Run 1, routing congestion:
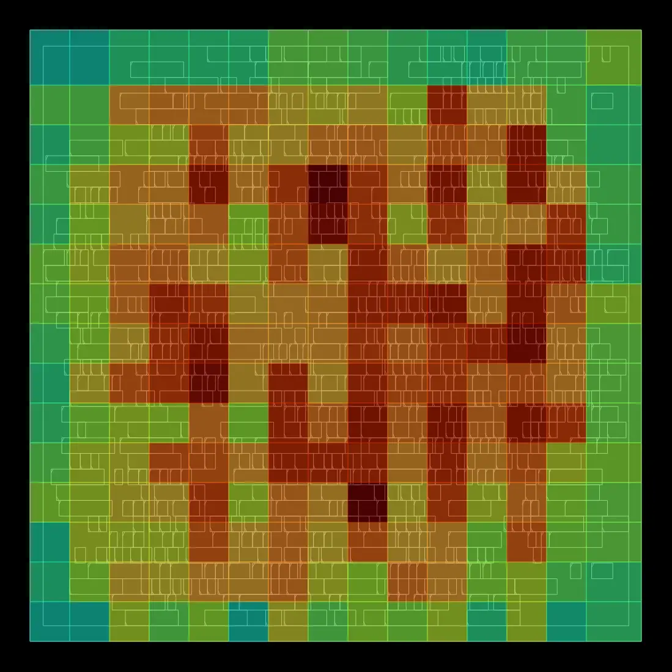
Run 1, clock distribution:
Drawn at 4 px/um.
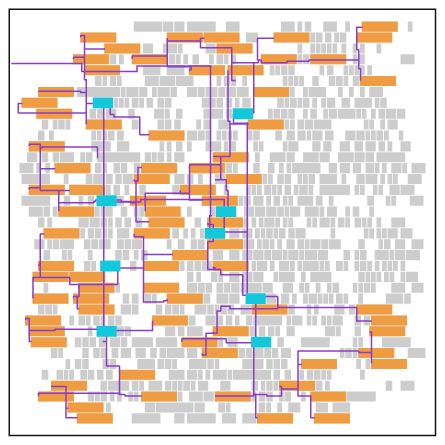
Run 1, where the registers sit:
Drawn at 2 px/um.
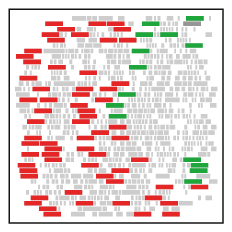
`config.mk`:
```
export PLATFORM = sky130hd
export DESIGN_NAME = regfile_scoreboard
export DESIGN_NICKNAME = d
export VERILOG_FILES = /design/src/rtl/regfile_pkg.sv /design/src/rtl/regfile_scoreboard_pend_counter.sv /design/src/rtl/regfile_scoreboard.sv
export SDC_FILE = /design/constraint.sdc
export NUM_CORES = 1
export LEC_CHECK = 0
export ABC_AREA = 1
export CORE_MARGIN = 2
export CORE_UTILIZATION = 50
export DETAILED_ROUTE_END_ITERATION = 7
export PLACE_DENSITY = 0.75
export SLEW_MARGIN = 20
export SYNTH_ARGS = -nofsm -noshare
export SYNTH_HDL_FRONTEND = slang
export SYNTH_SLANG_ARGS = --single-unit
```
`constraint.sdc`:
```
create_clock -name clk -period 3 [get_ports clk]
set_input_delay 0.6 -clock clk [delete_from_list [all_inputs] [get_ports clk]]
set_output_delay 0.6 -clock clk [all_outputs]
set_load 0.05 [all_outputs]
```
`src/rtl/regfile_pkg.sv`:
```
// Shared sizing for the register file / pending-write scoreboard.
// Also holds the "still pending after this cycle's writeback" helper.
package regfile_pkg;

  localparam int DATA_W   = 8;
  localparam int NUM_REGS = 8;
  localparam int ADDR_W   = $clog2(NUM_REGS);
  localparam int PEND_W   = 2;
  localparam int PEND_MAX = (1 << PEND_W) - 1;

  // A count of 1 with a writeback landing this cycle resolves to zero; 0 stays 0.
  function automatic logic pending_after_wb(input logic [PEND_W-1:0] pend, input logic hit);
    return (pend != '0) && !(hit && (pend == PEND_W'(1)));
  endfunction

endpackage

```
`src/rtl/regfile_scoreboard_pend_counter.sv`:
```
// Per-register in-flight write counter. Simultaneous inc/dec cancel out.
// o_underflow flags a decrement that arrives while the count is already zero.
module pend_counter
  import regfile_pkg::*;
(
  input  logic              clk,
  input  logic              reset,
  input  logic              i_inc,
  input  logic              i_dec,
  output logic [PEND_W-1:0] o_count,
  output logic              o_underflow
);

  logic [PEND_W-1:0] r_count;

  always_ff @(posedge clk or posedge reset) begin
    if (reset) begin
      r_count <= '0;
    end else if (i_inc && !i_dec) begin
      r_count <= r_count + 1'b1;
    end else if (i_dec && !i_inc && (r_count != '0)) begin
      r_count <= r_count - 1'b1;
    end
  end

  assign o_count     = r_count;
  assign o_underflow = i_dec && !i_inc && (r_count == '0);

endmodule

```
`src/rtl/regfile_scoreboard.sv`:
```
// Register file with write-through operand bypass and a per-register
// pending-write scoreboard that stalls decode on RAW and counter saturation.
module regfile_scoreboard
  import regfile_pkg::*;
(
  input  logic                clk,
  input  logic                reset,
  input  logic                wb_we,
  input  logic [ADDR_W-1:0]   wb_rd,
  input  logic [DATA_W-1:0]   wb_data,
  input  logic                issue_valid,
  input  logic                issue_rd_we,
  input  logic [ADDR_W-1:0]   issue_rd,
  input  logic [ADDR_W-1:0]   rs1_addr,
  input  logic [ADDR_W-1:0]   rs2_addr,
  output logic [DATA_W-1:0]   rs1_data,
  output logic [DATA_W-1:0]   rs2_data,
  output logic                stall,
  output logic [NUM_REGS-1:0] busy_vec,
  output logic                wb_underflow
);

  logic [DATA_W-1:0]   r_regs [NUM_REGS];
  logic                r_underflow;
  logic [PEND_W-1:0]   w_pend [NUM_REGS];
  logic [NUM_REGS-1:0] w_hit;
  logic [NUM_REGS-1:0] w_inc;
  logic [NUM_REGS-1:0] w_underflow;
  logic                w_rs1_pending;
  logic                w_rs2_pending;
  logic                w_rd_full;
  logic                w_accept;

  // r0 is hardwired: no counter, never hit, never busy.
  assign w_pend[0]      = '0;
  assign w_hit[0]       = 1'b0;
  assign w_inc[0]       = 1'b0;
  assign w_underflow[0] = 1'b0;

  genvar gi;
  generate
    for (gi = 1; gi < NUM_REGS; gi++) begin : g_pend
      assign w_hit[gi] = wb_we && (wb_rd == ADDR_W'(gi));
      assign w_inc[gi] = w_accept && (issue_rd == ADDR_W'(gi));

      pend_counter u_pend_counter (
        .clk         (clk),
        .reset       (reset),
        .i_inc       (w_inc[gi]),
        .i_dec       (w_hit[gi]),
        .o_count     (w_pend[gi]),
        .o_underflow (w_underflow[gi])
      );
    end

    for (gi = 0; gi < NUM_REGS; gi++) begin : g_busy
      assign busy_vec[gi] = (w_pend[gi] != '0);
    end
  endgenerate

  // Sources compare against the pre-issue count, so rs==issue_rd never self-stalls.
  assign w_rs1_pending = pending_after_wb(w_pend[rs1_addr], w_hit[rs1_addr]);
  assign w_rs2_pending = pending_after_wb(w_pend[rs2_addr], w_hit[rs2_addr]);
  assign w_rd_full     = issue_rd_we && (issue_rd != '0) &&
                         (w_pend[issue_rd] == PEND_W'(PEND_MAX)) && !w_hit[issue_rd];

  assign stall    = issue_valid && (w_rs1_pending || w_rs2_pending || w_rd_full);
  assign w_accept = issue_valid && !stall && issue_rd_we && (issue_rd != '0);

  always_comb begin
    rs1_data = r_regs[rs1_addr];
    rs2_data = r_regs[rs2_addr];
    if (wb_we && (wb_rd == rs1_addr)) rs1_data = wb_data;
    if (wb_we && (wb_rd == rs2_addr)) rs2_data = wb_data;
    if (rs1_addr == '0) rs1_data = '0;
    if (rs2_addr == '0) rs2_data = '0;
  end

  always_ff @(posedge clk or posedge reset) begin
    if (reset) begin
      for (int i = 0; i < NUM_REGS; i++) r_regs[i] <= '0;
    end else if (wb_we && (wb_rd != '0)) begin
      r_regs[wb_rd] <= wb_data;
    end
  end

  always_ff @(posedge clk or posedge reset) begin
    if (reset) begin
      r_underflow <= 1'b0;
    end else if (|w_underflow) begin
      r_underflow <= 1'b1;
    end
  end

  assign wb_underflow = r_underflow;

endmodule

```
==> results.txt, run 1 <==
State of the implementation.

- The final power report lists total power as slightly above 4 mW.
- For reference, XOR and XNOR gates occupy 0.336% of the area reported after synthesis.
- The die is 106 um tall.
- Combinational cells account for roughly two fifths of the total power.
- TritonCTS built the clock tree.
- Leaving out the clock tree, the finished layout contains an inverter count of slightly below 90.
- The worst path in the final design needs a cycle of between 2 and 3 ns, including I/O delays and setup.
- Among all cell types in the netlist, the one instantiated most often is sky130_fd_sc_hd__nand2_1.
- The critical path in this run is classified as in2out.
- Looking at the power breakdown, sequential logic takes between 30% and 40% of the total.
- For this run, the top clock speed supported by timing is 341 MHz.
- The number of standard cells after synthesis is around 750, for reference.
- Detailed placement ended at an HPWL of roughly 12 mm.
- The share of total power consumed by net switching is a little over two fifths, for reference.
- The via count of the first global-routing pass is around 5600.
- The routed wire length is roughly 17 mm, for reference.
- The multiplexer share of the synthesized area is 0%, for reference.
- Post-CTS timing repair inserted 3 buffers for setup.
- For reference, simple AND, OR, NAND and NOR cells occupy approximately 27% of the area reported after synthesis.
- The net count after synthesis is ~780, for reference.
- The final net count is ~850, for reference.
- In this run the critical path is formed by dlygate4sd2_1 > xnor2_1 > o211a_1 > nand2_1 > clkinvlp_4 > buf_6 > a211oi_1 > buf_4.
- The total number of multi-input combinational cells is ~530, for reference.
- The sum of negative setup slack is 0 ns, for reference.
- The post-synthesis to final-layout area growth is 26.5%, for reference.
- After global routing the overflow that remains totals 0.
- There are 79 flip-flops and latches.
- The run finished with clean final reports.
- The cell-internal power is ~2.4 mW, for reference.
- The overall die size recorded for this design is around 11000 sq um.
- The cell area power density is 612 nW/um^2, for reference.
- The number of hold-slack violations in the final timing report is 0, for reference.
- After filler insertion, the fill cell instance count of the layout stands at between 900 and 1000.
- The main area contributors are sky130_fd_sc_hd__dfrtp_1, sky130_fd_sc_hd__nand2_1, sky130_fd_sc_hd__o21ai_0, sky130_fd_sc_hd__a21oi_1, sky130_fd_sc_hd__inv_1.
- The number of buffers inserted for hold repair after clock tree synthesis is 0, for reference.
- Summing the areas of all compound-gate instances in the mapped netlist gives 23.5% of the synthesized area.
- TritonCTS reports the number of clock sinks as 79.
- In this run the tools logged warnings totalling 28.
- The source of the critical timing path is rs1_addr[0], for reference.
- Looking at the VDD voltage map, the peak drop is between 0.3 and 0.4 mV.
- The final route contains around 5700 vias.
- After Yosys synthesis, full adders, half adders and majority gates account for 0% of the synthesized area.
- The final report gives the core utilization as between 60% and 70%.
- After synthesis the cells add up to about 5200 sq um.
- The number of signal-net buffers in the layout is between 100 and 150, for reference.
- Post-route period utilization is reported as 97.9%.
- The number of buffers added on ports is 49, for reference.
- The area of the core is ~10000 sq um, for reference.
- The type of origin of the critical path is an input port, for reference.
- The layout has 10 clock buffers.
- The width of the die is between 100 and 150 um, for reference.
- The share of cell area taken by multi-input logic gates is a little over two fifths, for reference.
- Sequential cells make up approximately 30% of the cell area.
- The power report puts the net switching power at 1.69 mW.
- The vias per cell is roughly 5.9, for reference.
- The pre-placement core utilization is 51.0%, for reference.
- The stage delay of the slowest cell on the critical path is 0.37 ns, for reference.
- The number of core rows is 37, for reference.
- Yosys mapped a number of flops with a built-in enable equal to 0.
- Per the CTS log, the buffer count on the longest clock path is 2.
- The synthesized design contains 79 register bits.
- Per the final report, the share of cell area in non-clock buffers is roughly 17%.
- The area share of the largest cell type after synthesis is between 30% and 40%, for reference.
- The number of antenna violations at the first check in global routing was 0.
- The worst setup path is captured at an output port.
- The pin closest to its max-slew limit shows a slew of approximately 0.7 ns.
- The number of gates resized after CTS was 19.
- The clock network contribution to total cell area is under 10%, for reference.
- For this run, design rule violations remaining after detail routing come to 0.
- The registers of the reported paths see a clock transition of roughly 0.08 ns.
- According to the tapcell log, the count of inserted taps is approximately 140.
- The number of different library cells used by synthesis comes to 39.
- The clock H-tree reported by CTS has 3 levels.
- The mean instance size in the synthesized netlist is 6.96 sq um, for reference.
- The report shows a maximum critical-path fanout of 7.
- Entering global routing, the biggest net connects roughly 44 pins.
- The headroom to the max-slew limit is 53.4%, for reference.
- Grouping stages by cell kind, the critical path spends the most delay in buffers and inverters.
- The arrival time of data at the critical path endpoint is ~2.3 ns, for reference.
Back to the opening pictures, 'routing congestion':
met3 routing resource usage after global routing: 6.01%
met1 capacity usage during global routing: 42.0%
GRT Util Overall: 32.1%
most heavily used metal layer in global routing: met2
met2 Track Usage GR: 50.0%

Back to the opening pictures, 'clock distribution':
legend:
  cyan:
    item: cells driving clock nets
    count: 9
  purple:
    item: clock wires
    length: 1080 um
  orange:
    item: flip-flops
    count: 79
flops lie: spread over the die
clk pwr: 0.881 mW
insertion delay of the later-clocked pin in the worst-skew pair: 0.36 ns
clock network fraction of design power: 21.8%
skew final: 0.00806 ns

Back to the opening pictures, 'where the registers sit':
legend:
  green:
    signal: g_pend.u_pend_counter.o_count
    flops: 14
  red:
    signal: r_regs
    flops: 64
not coloured: 1

[run 1: placed cells by master, fill, tap and decap left out, drive strengths merged, types with 19 or more instances in the layout]
master | netlist | routed
nand2 | 185 | 185
o21ai | 107 | 107
inv | 87 | 85
buf | 20 | 85
dfrtp | 79 | 79
a21oi | 62 | 62
nand3 | 47 | 47
nor2 | 46 | 46
clkdlybuf4s50 | 0 | 21
nor3 | 19 | 19
a211oi | 19 | 19
[run 1: power by group through the flow]
stage	Sequential, mW	Clock (mW)	Combinational (mW)
final	1.51	0.881	1.65
after global routing	1.53	0.936	1.81
after CTS	1.50	0.888	1.63
after detailed placement	1.52	0	1.61
after global placement	1.51	0	1.58
after floorplan	1.43	0	1.11
[run 1: metrics by stage]
| stage | cell area [sq um] | setup slack, ns |
|---|---|---|
| floorplan | 5260 | -0.331 |
| global placement | 6260 | -0.104 |
| detailed placement | 6260 | -0.182 |
| CTS | 6540 | 0.00587 |
| global route | 6600 | -0.0376 |
| finish | 6600 | 0.0639 |
[run 1: path summary, 6_finish.rpt]
check	slack, ns	cells past startpoint	endpoint
min	0.38	0	r_regs[59]
min in group asynchronous	0.66	2	r_regs[19]
max in group asynchronous	1.72	3	r_regs[34]
min reg2reg	0.38	0	r_regs[59]
max reg2reg	1.03	13	wb_underflow
max	0.06	8	rs1_data[7]
[run 1: metal layers]
metal	vias up	global-route usage, %	wire length, um
met2	330	50.0	7810
met1	2679	42.0	7010
met4	0	17.9	727
li1	2666	-	-
met5	-	0	0
met3	59	6.01	1650
[run 1: state kept, by name (all words and copies together), names as in the netlist]
signal and count:
g_pend.u_pend_counter.o_count 14, r_regs 64, wb_underflow 1
==> inputs of run 2 (changes only) <==
PLACE_DENSITY = 0.78   (was 0.75)
clock period = 2.45 ns   (was 3 ns; I/O delays follow)
Run 2, met3 routing:
Drawn at 2 px/um. Cells faint in the background.
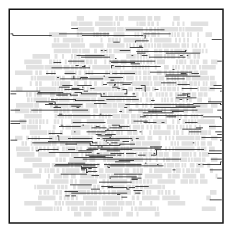
share of all routed wire: 10%
wire length on this layer: 1940 um
main direction: horizontal
longest straight run: 48.8 um
met3 routing resource usage after global routing: 6.44%
total via count in the routed design: 5995
total wirelength of the detailed-routed design: 18.5 mm

Run 2, clock distribution:
Drawn at 4 px/um.
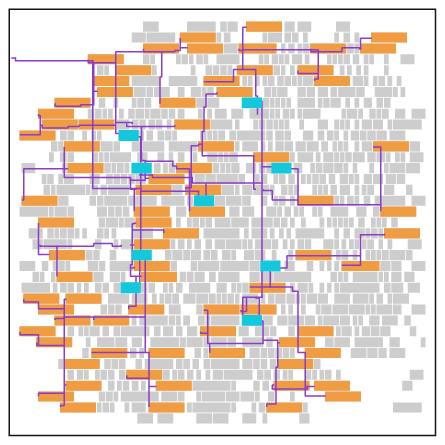
legend:
  cyan:
    item: cells driving clock nets
    count: 9
  purple:
    item: clock wires
    length: 1100 um
  orange:
    item: flip-flops
    count: 79
routed clock nets: 10
clock network fraction of design power: 19.5%
skew final: 0.0104 ns
insertion delay of the later-clocked pin in the worst-skew pair: 0.37 ns
clk pwr: 0.988 mW

==> results.txt, run 2 <==
State of the implementation.

- The script reports the combined buffer and inverter count of the critical path as 5.
- The count of instances resized after the clock tree is built came to 74 (+55).
- The post-synthesis to final-layout area growth is 37.0%, for reference.
- The TritonCTS clock tree is built, for reference.
- The share of cell area taken by multi-input logic gates is 42.8% (+0.43 points), for reference.
- The final-layout fill cell count is 818 (-11%), for reference.
- The final setup violation count is 0, for reference.
- The number of standard cells after synthesis is 750 (unchanged).
- The number of sequential cells is 79 (unchanged), for reference.
- The end point of the most critical hold path is r_regs[63], for reference.
- The via count of the first global-routing pass is 5882 (+5.1%), for reference.
- The share of total power consumed by net switching is 44.4% (+2.6 points), for reference.
- The final critical delay including setup and external delays is 2.43 ns, for reference.
- The number of buffers between clock root and the deepest sink is 2 (unchanged), for reference.
- The clock sink count is 79 (unchanged).
- The number of buffers inserted for hold repair after clock tree synthesis is 0 (unchanged), for reference.
- The register with the most flip-flops is r_regs, for reference.
- The worst hold path cell count is 0 (unchanged), for reference.
- The width of the die was 106 um (unchanged).
- The full die area is 11300 sq um (unchanged), for reference.
- The cell count of the worst reg-to-reg path is 13 (unchanged), for reference.
- The die height came to 106 um (unchanged).
- The portion of total power attributed to combinational logic came to 44.3% (+3.4 points).
- The largest driver fanout on the critical path came to 4 (-3).
- The maximum number of pins on one net before global-route repair was 80 (+82%).
- The number of hold-slack violations in the final timing report came to 0 (unchanged).
- In this design, the largest share of critical-path delay is due to buffers and inverters.
- The number of ordinary inverters in the final layout came to 89 (+1.1%).
- The net count after synthesis is 775 (unchanged), for reference.
- The total number of multi-input combinational cells is 531 (unchanged), for reference.
- The flip-flop count of the largest register, all copies and words added came to 64 (unchanged).
- The total DRC errors in the routed layout was 0 (unchanged).
- The worst register-to-register path begins at g_pend[6].u_pend_counter.o_count[1].
- The number of buffers added on ports was 49 (unchanged).
- The number of antenna violations at the first check in global routing is 0 (unchanged), for reference.
- The switching power is 2.25 mW (+33%).
- The most common logic cells in the final layout are sky130_fd_sc_hd__nand2_1, sky130_fd_sc_hd__o21ai_0, sky130_fd_sc_hd__dfrtp_1.
- The mean instance size in the synthesized netlist is 6.96 sq um (unchanged).
- The headroom to the max-slew limit is 66.8% (+13 points), for reference.
- The cell area power density came to 710 nW/um^2 (+16%).
- The netlist area before placement came to 5220 sq um (unchanged).
- STA classifies the critical path endpoint as an output port.
- Looking at the setup timing report, the critical path kind is in2out.
- Yosys attributes the largest share of cell area to sky130_fd_sc_hd__dfrtp_1, sky130_fd_sc_hd__nand2_1, sky130_fd_sc_hd__o21ai_0, sky130_fd_sc_hd__a21oi_1, sky130_fd_sc_hd__inv_1.
- The slew of the pin with the lowest slew margin is 0.496 ns (-0.203 ns).
- Per the timing report, the achievable frequency comes out to between 400 and 500 MHz.
- The sum of negative setup slack is 0 ns (unchanged), for reference.
- The peak ir drop on the vdd network is 0.429 mV (+21%), for reference.
- The buffering overhead is 19.5% (+2.8 points), for reference.
- The vias per cell is 6.02 (+1.4%), for reference.
- The end of the worst register-to-register path is wb_underflow, for reference.
- The count of flip-flops with a built-in enable after synthesis is 0 (unchanged), for reference.
- The pre-placement core utilization was 51.0% (unchanged).
- The number of tap cells added at floorplan is 136 (unchanged).
- The clock-pin slew on the worst setup and hold paths was 0.09 ns (about the same).
- The OpenROAD warning count is 29 (+3.6%), for reference.
- In the finished design, the share of the clock period the worst path needs comes to about 99%.
- The sequential share of power came to 36.2% (-1.1 points).
- The number of signal-net buffers in the layout is 145 (+25%), for reference.
- The clock network contribution to total cell area is 2.61% (-0.62 points), for reference.
- The number of core rows is 37 (unchanged), for reference.
- The post-DP HPWL is 12.4 mm (+2.0%), for reference.
- The clock root buffer is sky130_fd_sc_hd__clkbuf_8, for reference.
- The final net count was 880 (+3.5%).
- The type of origin of the critical path is an input port, for reference.
- The sequential share of cell area is 27.7% (-2.3 points), for reference.
- The run finished with clean final reports.
- The library cell used most frequently in the layout, excluding fill and tap cells, is sky130_fd_sc_hd__nand2_1.
- The final standard cell utilization of the core is 69.9% (+5.4 points), for reference.
- The area share of the largest cell type after synthesis is 37.9% (unchanged), for reference.
- The filler-free cell count of the finished design is roughly 1000, for reference.
- The tally of clock buffers in the finished layout is 9 (-1), for reference.
- The cell sequence reported for the critical path is buf_6 > buf_6 > xnor2_4 > o211a_4 > nand2_4 > clkinvlp_4 > buf_6 > a211oi_4 > buf_6.
- The flop and latch count out of synthesis was 79 (unchanged).
- The stage delay of the slowest cell on the critical path came to 0.26 ns (-0.11 ns).
- The overall overflow remaining after global route is 0 (unchanged), for reference.
- The arrival time of data at the critical path endpoint is 1.94 ns (-0.40 ns), for reference.
- The area of the core is 10200 sq um (unchanged).
- The cell-internal power is 2.82 mW (+20%), for reference.
- The unique cell type count in the Yosys netlist is 39 (unchanged), for reference.
- The maximum level of the CTS H-tree came to 3 (unchanged).
- The setup slack of the worst register-to-register path is 0.50 ns (-0.53 ns).
- The post-CTS setup repair buffer count came to 3 (unchanged).
Run 2, routed metal, one colour a layer:
Drawn at 2 px/um.
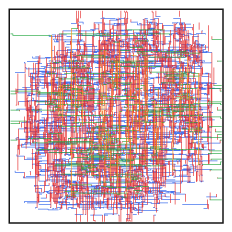
legend:
  red:
    layer: met2
    wire_length: 8530 um
  green:
    layer: met3
    wire_length: 1940 um
  orange:
    layer: met4
    wire_length: 1120 um
  blue:
    layer: met1
    wire_length: 6930 um
routed length per placed instance: 18.6 um
GRT Util Overall: 33.1%

==> run 2: metrics by stage <==
stage / setup slack [ns] / total power, mW / area, sq um
finish: 0.0208 / 5.08 / 7150
global route: -0.0156 / 5.33 / 7150
CTS: -0.0110 / 4.98 / 7020
detailed placement: -0.516 / 3.96 / 6640
global placement: -0.481 / 3.87 / 6640
floorplan: -0.0418 / 3.18 / 5460
==> run 2: power by group through the flow <==
stage          Clock, mW  Combinational, mW  Sequential [mW]
3_5_place_dp           0               2.12             1.85
5_1_grt             1.04               2.42             1.87
2_1_floorplan          0               1.43             1.75
6_report           0.988               2.25             1.84
4_1_cts            0.983               2.18             1.82
3_3_place_gp           0               2.05             1.83
==> run 2: per-layer routing <==
| metal | vias to the layer above | routed length (um) | track usage [%] |
|---|---|---|---|
| met5 | - | 0 | 0 |
| met4 | 0 | 1120 | 20.4 |
| met3 | 108 | 1940 | 6.44 |
| met2 | 402 | 8530 | 53.0 |
| met1 | 2763 | 6930 | 41.3 |
| li1 | 2722 | - | - |
==> run 2: cell families after synthesis <==
group | Yosys count | synth area share (%)
xor gates and xnor gates | 2 | 0.336
AOI/OAI and AO/OA | 216 | 23.5
other | 1 | 0.0719
and+or+nand+nor | 312 | 27.2
DFF | 79 | 37.9
buffers and inverters | 140 | 11.0
==> run 2: worst max path at each step <==
stage | startpoint | to | slack (ns) | cells past startpoint
after CTS | rs2_addr[2] | rs2_data[1] | -0.01 | 7
after global routing | rs2_addr[0] | stall | -0.02 | 13
after floorplan | wb_rd[0] | rs1_data[2] | -0.04 | 8
after detailed placement | wb_rd[2] | stall | -0.52 | 13
final | wb_rd[0] | rs1_data[1] | 0.02 | 9
after global placement | rs2_addr[2] | rs2_data[7] | -0.48 | 9
Power figures rest on the tool's default switching activity, not on a simulated workload.
